**Run 1: routed clock nets over the placement**

(4 px per um)
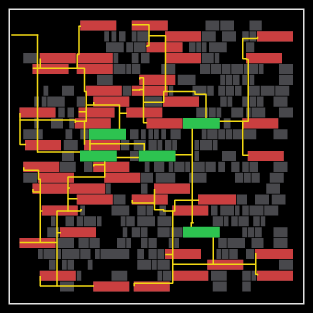
**Run 1: routing congestion map**

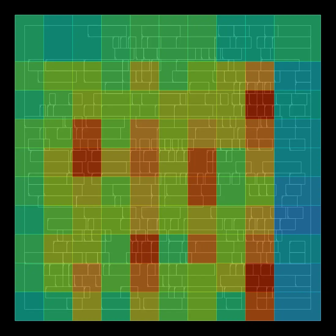
**Run 1: close-up of the layout**

Window x 45 to 65, y 8 to 28 um. Cells in grey, sequential cells in the stronger grey; small squares are vias.
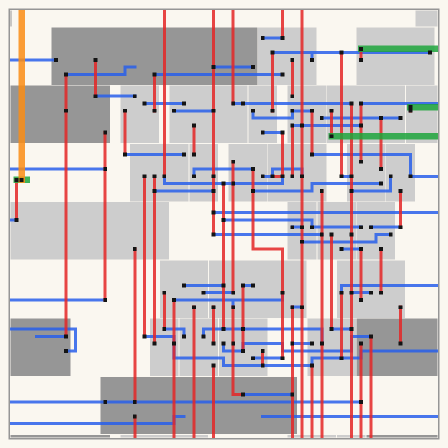
**src/rtl/clock_set_ctrl.sv**
```systemverilog
// Time-setting controller: debounces MODE/INC, walks hour/minute edit modes with
// auto-repeat and timeout, and emits a one-cycle load of the edited time.
module clock_set_ctrl #(
  parameter int DEBOUNCE_CYCLES = 16,
  parameter int REPEAT_DELAY    = 8,
  parameter int TIMEOUT_TICKS   = 100
) (
  input  logic       clk,
  input  logic       rst,
  input  logic       tick_i,
  input  logic       btn_mode_raw_i,
  input  logic       btn_inc_raw_i,
  input  logic [3:0] cur_hours_i,
  input  logic [5:0] cur_minutes_i,
  input  logic       cur_am_pm_i,
  output logic       hold_o,
  output logic       load_o,
  output logic [3:0] load_hours_o,
  output logic [5:0] load_minutes_o,
  output logic       load_am_pm_o,
  output logic [1:0] mode_o
);

  localparam int DW = $clog2(DEBOUNCE_CYCLES + 1);
  localparam int HW = $clog2(REPEAT_DELAY + 1);
  localparam int TW = $clog2(TIMEOUT_TICKS + 1);
  localparam logic [DW-1:0] DB_LAST  = DW'(DEBOUNCE_CYCLES - 1);
  localparam logic [HW-1:0] REP_MAX  = HW'(REPEAT_DELAY);
  localparam logic [HW-1:0] REP_LAST = HW'(REPEAT_DELAY - 1);
  localparam logic [TW-1:0] TO_LAST  = TW'(TIMEOUT_TICKS - 1);

  typedef enum logic [1:0] {
    ST_RUN      = 2'd0,
    ST_SET_HOUR = 2'd1,
    ST_SET_MIN  = 2'd2,
    ST_COMMIT   = 2'd3
  } state_t;

  // Captured live time may be out of range; force it into the legal window.
  function automatic logic [3:0] clamp_hours(input logic [3:0] h);
    if ((h == 4'd0) || (h > 4'd12)) clamp_hours = 4'd12;
    else                            clamp_hours = h;
  endfunction

  function automatic logic [5:0] clamp_minutes(input logic [5:0] m);
    if (m > 6'd59) clamp_minutes = 6'd0;
    else           clamp_minutes = m;
  endfunction

  function automatic logic [3:0] next_hours(input logic [3:0] h);
    if (h >= 4'd12) next_hours = 4'd1;
    else            next_hours = h + 4'd1;
  endfunction

  function automatic logic [5:0] next_minutes(input logic [5:0] m);
    if (m >= 6'd59) next_minutes = 6'd0;
    else            next_minutes = m + 6'd1;
  endfunction

  // Index 0 = MODE, index 1 = INC throughout the button path.
  logic [1:0]          sync1_q, sync2_q, deb_q, deb_d, deb_prev_q, press_q;
  logic [1:0][DW-1:0]  dcnt_q, dcnt_d;
  logic [HW-1:0]       hcnt_q, hcnt_d;
  logic                rep_q, rep_d;
  logic [TW-1:0]       tcnt_q, tcnt_d;
  logic                timeout_s, inc_ev_s, edit_s;
  state_t              state_q, state_d;
  logic                hold_q, hold_d, load_q, load_d;
  logic [3:0]          lh_q, lh_d;
  logic [5:0]          lm_q, lm_d;
  logic                la_q, la_d;

  assign edit_s   = (state_q == ST_SET_HOUR) || (state_q == ST_SET_MIN);
  assign inc_ev_s = press_q[1] | rep_q;

  // Debounce counters: run while the synchronised level disagrees, flip at the limit.
  always_comb begin
    deb_d  = deb_q;
    dcnt_d = dcnt_q;
    for (int b = 0; b < 2; b++) begin
      if (sync2_q[b] != deb_q[b]) begin
        if (dcnt_q[b] == DB_LAST) begin
          dcnt_d[b] = '0;
          deb_d[b]  = sync2_q[b];
        end else begin
          dcnt_d[b] = dcnt_q[b] + DW'(1);
        end
      end else begin
        dcnt_d[b] = '0;
      end
    end
  end

  // Auto-repeat: count ticks while INC is held in an edit mode, saturating at the delay.
  always_comb begin
    hcnt_d = hcnt_q;
    rep_d  = 1'b0;
    if (!edit_s || !deb_q[1]) begin
      hcnt_d = '0;
    end else if (tick_i) begin
      if (hcnt_q == REP_MAX) begin
        rep_d = 1'b1;
      end else begin
        hcnt_d = hcnt_q + HW'(1);
        rep_d  = (hcnt_q == REP_LAST);
      end
    end else begin
      hcnt_d = hcnt_q;
    end
  end

  // Edit inactivity timeout; any press or increment restarts it.
  always_comb begin
    tcnt_d    = tcnt_q;
    timeout_s = 1'b0;
    if (!edit_s || press_q[0] || inc_ev_s) begin
      tcnt_d = '0;
    end else if (tick_i) begin
      if (tcnt_q == TO_LAST) begin
        tcnt_d    = '0;
        timeout_s = 1'b1;
      end else begin
        tcnt_d = tcnt_q + TW'(1);
      end
    end else begin
      tcnt_d = tcnt_q;
    end
  end

  // Edit FSM; MODE takes priority over a same-cycle increment.
  always_comb begin
    state_d = state_q;
    lh_d    = lh_q;
    lm_d    = lm_q;
    la_d    = la_q;
    case (state_q)
      ST_RUN: begin
        if (press_q[0]) begin
          state_d = ST_SET_HOUR;
          lh_d    = clamp_hours(cur_hours_i);
          lm_d    = clamp_minutes(cur_minutes_i);
          la_d    = cur_am_pm_i;
        end else begin
          state_d = ST_RUN;
        end
      end
      ST_SET_HOUR: begin
        if (press_q[0]) begin
          state_d = ST_SET_MIN;
        end else if (inc_ev_s) begin
          lh_d = next_hours(lh_q);
          la_d = (lh_q == 4'd11) ? ~la_q : la_q;
        end else if (timeout_s) begin
          state_d = ST_RUN;
        end else begin
          state_d = ST_SET_HOUR;
        end
      end
      ST_SET_MIN: begin
        if (press_q[0]) begin
          state_d = ST_COMMIT;
        end else if (inc_ev_s) begin
          lm_d = next_minutes(lm_q);
        end else if (timeout_s) begin
          state_d = ST_RUN;
        end else begin
          state_d = ST_SET_MIN;
        end
      end
      ST_COMMIT: state_d = ST_RUN;
      default:   state_d = ST_RUN;
    endcase
    hold_d = (state_d != ST_RUN);
    load_d = (state_d == ST_COMMIT);
  end

  // All state registers, cleared asynchronously.
  always_ff @(posedge clk or posedge rst) begin
    if (rst) begin
      sync1_q    <= 2'b00;
      sync2_q    <= 2'b00;
      deb_q      <= 2'b00;
      deb_prev_q <= 2'b00;
      press_q    <= 2'b00;
      dcnt_q     <= '0;
      hcnt_q     <= '0;
      rep_q      <= 1'b0;
      tcnt_q     <= '0;
      state_q    <= ST_RUN;
      hold_q     <= 1'b0;
      load_q     <= 1'b0;
      lh_q       <= 4'd12;
      lm_q       <= 6'd0;
      la_q       <= 1'b0;
    end else begin
      sync1_q    <= {btn_inc_raw_i, btn_mode_raw_i};
      sync2_q    <= sync1_q;
      deb_q      <= deb_d;
      deb_prev_q <= deb_q;
      press_q    <= deb_q & ~deb_prev_q;
      dcnt_q     <= dcnt_d;
      hcnt_q     <= hcnt_d;
      rep_q      <= rep_d;
      tcnt_q     <= tcnt_d;
      state_q    <= state_d;
      hold_q     <= hold_d;
      load_q     <= load_d;
      lh_q       <= lh_d;
      lm_q       <= lm_d;
      la_q       <= la_d;
    end
  end

  assign hold_o         = hold_q;
  assign load_o         = load_q;
  assign load_hours_o   = lh_q;
  assign load_minutes_o = lm_q;
  assign load_am_pm_o   = la_q;
  assign mode_o         = state_q;

endmodule

```
**config.mk**
```make
export PLATFORM = sky130hd
export DESIGN_NAME = clock_set_ctrl
export DESIGN_NICKNAME = d
export VERILOG_FILES = /design/src/rtl/clock_set_ctrl.sv
export SDC_FILE = /design/constraint.sdc
export NUM_CORES = 1
export LEC_CHECK = 0
export CORE_MARGIN = 2
export CORE_UTILIZATION = 50
export CTS_BUF_LIST = sky130_fd_sc_hd__clkbuf_16
export DETAILED_ROUTE_END_ITERATION = 10
export GPL_ROUTABILITY_DRIVEN = 0
export PLACE_DENSITY_LB_ADDON = 0.1
export SYNTH_ARGS = -nofsm -noshare
export SYNTH_HDL_FRONTEND = slang
export SYNTH_SLANG_ARGS = --single-unit
```
**constraint.sdc**
```tcl
create_clock -name clk -period 4.3 [get_ports clk]
set_clock_uncertainty 0.1 [all_clocks]
set_input_delay 0.86 -clock clk [delete_from_list [all_inputs] [get_ports clk]]
set_output_delay 0.86 -clock clk [all_outputs]
set_load 0.03 [all_outputs]
```
==> Changelog: implementation, run 1 <==
### Changed

* CTS Buf Count at 5
* Routed wl met3 at between 200 and 250 um
* Final Util at 61.85%
* Critical Path End Type: output pin
* Worst-path clk slew at approximately 0.06 ns
* Port Buffers at 30
* Total power at a little under 0.9 mW
* Dominant logic cell type in the layout: dfrtp_1
* Gr ovfl total at 0
* Die Wd at 73.23 um
* Final slew viol count at 0
* R2r setup slk at roughly 2.0 ns
* Fin cells at ~330
* Routed WL at between 4 and 5 mm
* # H-tree levels at 2
* Reg2Reg Depth at 6
* Top area cells in the synthesized netlist: dfrtp_1, ha_1, nor2_1, xor2_1, nand3_1
* Number of cells in Yosys stat at around 240
* Setup bufs post-CTS at 0
* Area share, top type at 47.00%
* Crit. path cell count at 1
* CP peak stage delay at a little under 0.7 ns
* Die ar. at 5362 um^2
* Post-layout min period at approximately 2.5 ns
* DP Wirelength at between 2 and 3 mm
* CTS tree: done
* WHS at 0.2492 ns
* Mapped Nets at 265
* Reg2Reg Capture Point: tcnt_q[6]
* FP Rows at 25
* Share of layout cells above drive strength 1 at 6.569%
* Via count at around 1800
* Result of the run: completed
* Dominant cell type by area after synthesis: dfrtp_1
* Nets@finish at about 300
* Die height at between 70 and 80 um
* DRT iter0 DRCs at between 60 and 70
* Setup violators final at 0
* Number of synthesized flops with an enable pin at 0
* Total tool warning count at 29
* Placed cells at around 320
* Clock Latency Late Sink at around 0.28 ns
* Total track usage at between 10% and 20%
* Area Growth Syn to Fin at 20.31%
* Largest net degree at the start of global routing at between 40 and 50
* Measured slew at the worst slew-check pin at 0.9437 ns
* Final period utilization at about three fifths
* Hold Crit Endpoint: sync2_q[0]
* Drt drc at 0
* Clock tree sinks at between 40 and 50
* Crit path cell chain: clkdlybuf4s50_1
* Final setup margin at ~1.8 ns
* Global-route wire length before repair at between 7 and 8 mm
* Worst path bufs/invs at 1
* Antenna violations before repair at 0
* Max layer used: met4
* Hold_sp: sync1_q[0]
* Max Clk Rate at between 0.3 and 0.4 GHz
* CTS Buffer Depth at 2
* Seq cells post-synth at 47
* Worst setup path endpoint: load_hours_o[3]
* Critical path arrival at approximately 1.6 ns
* Post-CTS Resized at 0
* Critical path fanouts, max at 8
* Vias in the first global route at between 1500 and 2000
* YS warnings at 0
* Hold Path Depth at 0
* Num ports at 31
* Diode count at 0
* Met2 WL post-DR at around 1.9 mm
* Drt via density at roughly 5.6
* Worst Hold Class: flip-flop to flip-flop
* Max_cap viols at 0
* Worst path slowest cell: clkdlybuf4s50_1
* Antenna Nets Post-Route at 0
* Async SR Flop Fraction at 100.0%
* Power Density at between 300 and 400 nW/um^2
* Post-Route M1 WL at between 2 and 2.5 mm
-- 'routed clock nets over the placement' (at the start) --
- flip-flops: red (count 47)
- cells driving clock nets: green (count 5)
- clock wires: yellow (length 534 um)
- routed clock nets: 6
P_clk: 0.357 mW
Clock power frac: 40.3%

-- 'routing congestion map' (at the start) --
WL/cell: 12.94 um
met3 Use GR: 4.006%

-- 'close-up of the layout' (at the start) --
- met1: blue
- met4: orange
- met2: red
- met3: green
- netlist names of flops here include: load_hours_o (2), tcnt_q (1)
- cells with their middle in the window: 27
- sequential cells in the window: 3
- most frequent: nand2_1 (3)

==> run 1: cell type report <==
cell class | instances | area, um^2
Multi-Input combinational cell | 176 | 1150
Tap cell | 54 | 67.56
Timing Repair Buffer | 30 | 300.3
Clock inverter | 3 | 12.51
Clock buffer | 5 | 125.1
Sequential cell | 47 | 1179
Fill cell | 396 | 1778
Inverter | 13 | 48.80
==> run 1: flip-flops by register name (all words and copies together) (netlist names), 4 cells and up <==
| signal | cells |
|---|---|
| tcnt_q | 7 |
| hcnt_q | 4 |
| load_hours_o | 4 |
| load_minutes_o | 6 |
| dcnt_q | 10 |
==> run 1: where the power goes <==
group | internal [mW] | switching, mW | leakage, nW | total, mW
combinational | 0.0293 | 0.0305 | 0.566 | 0.0598
sequential | 0.456 | 0.0135 | 0.622 | 0.469
clock | 0.210 | 0.147 | 0.0762 | 0.357
==> run 1: synth_stat cells, drive strengths merged, types with 3 or more instances <==
library cell and number:
nand4 5, dfrtp 45, nand2b 7, nand3 14
nor2b 5, nand2 16, nor2 27, o21ai 15
a31oi 7, mux2i 3, ha 10, inv 13
a22o 5, nand3b 6, a21oi 10, and3 4
o21bai 3, nor3 3, xor2 9, mux2 4
==> run 1: logic make-up after synthesis <==
logic type | count (synthesis) | share of synthesized area (%)
and+or+nand+nor | 93 | 20.21
AOI/OAI and AO/OA | 56 | 15.77
DFF | 47 | 49.19
buffers and inverters | 16 | 2.820
xor gates and xnor gates | 10 | 3.656
adders and majority gates | 10 | 5.222
muxes | 7 | 3.133
==> run 1: per-layer routing <==
metal / vias to the layer above / global-route usage, %
li1: 922 / -
met1: 865 / 22.72
met2: 33 / 26.43
met3: 7 / 4.006
met4: 0 / 6.996
met5: - / 0
--- run 2 (diff from run 1) ---
--- a/config.mk
+++ b/config.mk
@@ -6,7 +6,7 @@
 export NUM_CORES = 1
 export LEC_CHECK = 0
 export CORE_MARGIN = 2
-export CORE_UTILIZATION = 50
+export CORE_UTILIZATION = 49
 export CTS_BUF_LIST = sky130_fd_sc_hd__clkbuf_16
 export DETAILED_ROUTE_END_ITERATION = 10
 export GPL_ROUTABILITY_DRIVEN = 0
==> constraint.sdc (replaced) <==
create_clock -name clk -period 2.2 [get_ports clk]
set_clock_uncertainty 0.1 [all_clocks]
set_input_delay 0.44 -clock clk [delete_from_list [all_inputs] [get_ports clk]]
set_output_delay 0.44 -clock clk [all_outputs]
set_load 0.03 [all_outputs]
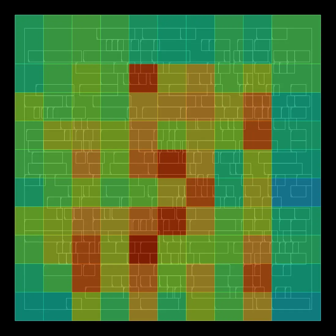
**Above:** run 2 (routing congestion map).
met3 Use GR: 5.213%
met2 usage: 27.48%

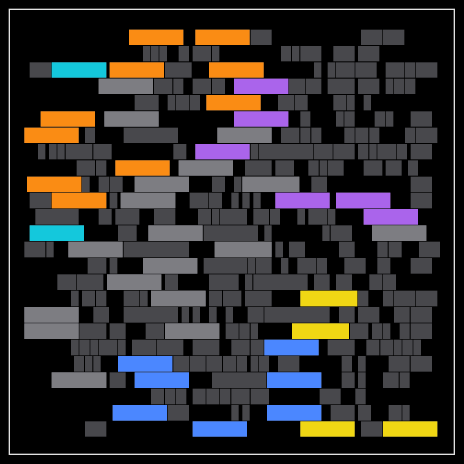
**Above:** run 2 (sequential cells coloured by netlist name).
(6 px per um) Other sequential cells in the stronger grey, the rest of the logic in the fainter grey.
- load_hours_o: yellow (flops 4; where bottom right)
- sync1_q: cyan (flops 2)
- dcnt_q: orange (flops 10)
- load_minutes_o: purple (flops 6)
- tcnt_q: blue (flops 7; where bottom middle)
- not coloured: 18
flop share of the area: 38.61%
sequential cell area: 1181 um^2
Seq power: 0.917 mW

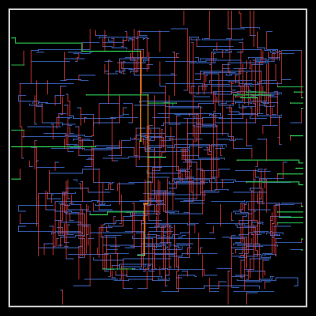
**Above:** run 2 (wiring by layer).
(4 px per um)
- met1: blue (wire length 2240 um)
- met4: orange (wire length 63.5 um)
- met3: green (wire length 207 um)
- met2: red (wire length 1930 um)
Routed WL: 4.439 mm
via count: 1846

==> Changelog: implementation, run 2 <==
### Changed

* CP top delay family: buffers and inverters
* Met1 Track Usage GR at 24.47% (+1.7 points)
* Cell variety after synth at 44
* CTS tree: done
* Setup violators final at 0 (unchanged)
* Antenna Nets Post-Route at 0 (unchanged)
* Total power at 1.991 mW (+120%)
* Mapped Area at ~2400 um^2
* Final period utilization at 95.68%
* Dominant logic cell type in the layout: dfrtp_1
* Worst path bufs/invs at 1 (unchanged)
* Diode count at 0 (unchanged)
* Mapped Cells at ~240
* Finished Cell Area at roughly 3100 um^2
* Top cells by count, synth: dfrtp_1, nor2_1, nand2_1
* # H-tree levels at 2 (unchanged)
* YS warnings at 0 (unchanged)
* Largest Register: dcnt_q
* Area Growth Syn to Fin at 27.68%
* Crit path cell chain: clkdlybuf4s50_1
* Worst path slowest cell: clkdlybuf4s50_1
* Largest net degree at the start of global routing at 27 (-44%)
* Die Wd at 73.93 um (+0.96%)
* Placed cells at 343 (+7.2%)
* Post-layout min period at ~2.1 ns
* Antenna violations before repair at 0 (unchanged)
* Drt via density at 5.259 (-5.6%)
* Placed inst area at 2851 um^2
* Critical Path Source Type: flip-flop
* Max reg flops at 10 (unchanged)
* Vias in the first global route at 1720 (+3.4%)
* CTS Buf Count at 5 (unchanged)
* Slew margin rel. at between 60% and 70%
* Routed wl met3 at 206 um (-0.96%)
* Mapped Nets at 265 (unchanged)
* Max VDD drop at 493.0 uV
* Die ar. at 5465 um^2 (+1.9%)
* Nets@finish at 309 (+3.3%)
* CP required at 1.66 ns
* Top area cells in the synthesized netlist: dfrtp_1, ha_1, nor2_1, xor2_1, nand3_1
* Global-route wire length before repair at 7.500 mm (+5.6%)
* Dominant cell type by area after synthesis: dfrtp_1
* Synth Seq Share at between 40% and 50%
* Critical Path End Type: output pin
* Top Layout Cells: dfrtp_1, clkdlybuf4s50_1, nor2_1
* Final Hold Vio Count at 0
* Post-route setup TNS at 0 ns
* Measured slew at the worst slew-check pin at 0.4687 ns (-0.4751 ns)
* CP peak stage delay at 0.69 ns (about the same)
* Port Buffers at 30 (unchanged)
* Count leader, synth: dfrtp_1
* YS chip area at approximately 2400 um^2
* Power Density at 650.9 nW/um^2 (+110%)
* Total tool warning count at 29 (unchanged)
* Final Util at 64.77% (+2.9 points)
* Share of layout cells above drive strength 1 at 11.62% (+5.1 points)
* DRT iter0 DRCs at 71 (+11%)
* Final slew viol count at 0 (unchanged)
* Die height at 73.93 um (+0.96%)
* Worst Hold Class: flip-flop to flip-flop
* Mapped Avg Cell Area at 10.03 um^2
* Fin cells at 351 (+7.0%)
* Async SR Flop Fraction at 100.0% (unchanged)
* LEAKAGE at about 1.3 nW
* Class of the most critical setup path: flip-flop to output pin
* Drt pass-1 iters at 4
* Gr ovfl total at 0 (unchanged)
* FP Util at between 50% and 60%
* CTS hold repair buffers at 0
* Final setup margin at 0.09505 ns (-1.678 ns)
* Dominant register cell: dfrtp_1
* Busiest grt layer: met2
* Pre-CTS setup slack at about 0.062 ns
* Max Clk Rate at between 0.4 and 0.5 GHz
* WHS at 0.2507 ns (+0.001417 ns)
* Area share, top type at 47.00% (unchanged)
* Core area at ~4700 um^2
* Critical path arrival at 1.56 ns (about the same)
* Max layer used: met4
* Drt drc at 0 (unchanged)
* Number of cells in Yosys stat at 239 (unchanged)
* Met2 WL post-DR at 1.924 mm (+0.16%)
* Max_cap viols at 0 (unchanged)
* Result of the run: completed
* Worst-path clk slew at 0.06 ns (about the same)
* FP Rows at 25 (unchanged)
* Num ports at 31 (unchanged)
* Seq cells post-synth at 47 (unchanged)
* Clock Latency Late Sink at 0.28 ns (about the same)
* Number of synthesized flops with an enable pin at 0 (unchanged)
* RSZ-0062 raised after global routing: false
* CTS Buffer Depth at 2 (unchanged)
* Total track usage at 17.91% (+0.95 points)
* DP Wirelength at 3.281 mm (+9.5%)
* Post-Route M1 WL at 2.244 mm (+9.8%)
* Critical path fanouts, max at 8 (unchanged)
* Clock tree sinks at 47 (unchanged)
* Clk Tree Root Cell: clkbuf_16
* WL/cell at 12.65 um (-2.3%)
## run 2: cell counts after synthesis
Identical to the previous run, type by type.
## run 2: worst paths after layout
check / start / to / slack [ns] / cells after the start
hold reg to reg: sync1_q[1] / sync2_q[1] / 0.25 / 0
hold / removal: sync1_q[1] / sync2_q[1] / 0.25 / 0
setup / recovery: load_hours_o[3] / load_hours_o[3] / 0.1 / 1
setup reg to reg: mode_o[0] / tcnt_q[3] / 0.13 / 7
max in group asynchronous: rst / load_hours_o[2] / 1.20 / 3
min in group asynchronous: rst / sync1_q[1] / 0.30 / 2
## run 2: report_power, final
part	internal, mW	switching (mW)	leakage (nW)
logic	0.0635	0.0609	0.624
clock network	0.646	0.303	0.0952
registers	0.890	0.0271	0.619
## run 2: worst register-to-register path: cells and delay by family, from the launching register on
family | cells | cell delay (ns)
AOI/OAI and AO/OA | 1 | 0.22
buffers and inverters | 2 | 0.28
and+or+nand+nor | 2 | 0.58
muxes | 1 | 0.13
adders and majority gates | 1 | 0.29
DFF | 1 | 0.39
## run 2: cell type report
| type | count | area, um^2 |
|---|---|---|
| fillers | 383 | 1664 |
| flip-flops and latches | 47 | 1181 |
| multi-input cells | 176 | 1169 |
| repair buffers | 40 | 387.9 |
| clock buffers | 5 | 125.1 |
| well taps | 67 | 83.83 |
| clock inverters | 3 | 63.81 |
| inverters | 13 | 48.80 |
## run 2: what timing repair did
| action | in CTS | in global routing |
|---|---|---|
| gates resized | 0 | 2 |
| endpoints found under the setup margin | 0 | 5 |
| buffers inserted | 0 | 0 |
| endpoints found under the hold margin | 0 | 0 |
## run 2: cell families after synthesis
group,after synthesis,share of synthesized area (%)
mux,7,3.133
xor+xnor,10,3.656
simple gates,93,20.21
flops,47,49.19
fa+ha+maj,10,5.222
buf+inv,16,2.820
compound gates,56,15.77
No activity file was given, so power comes from the tool's default toggle rates.
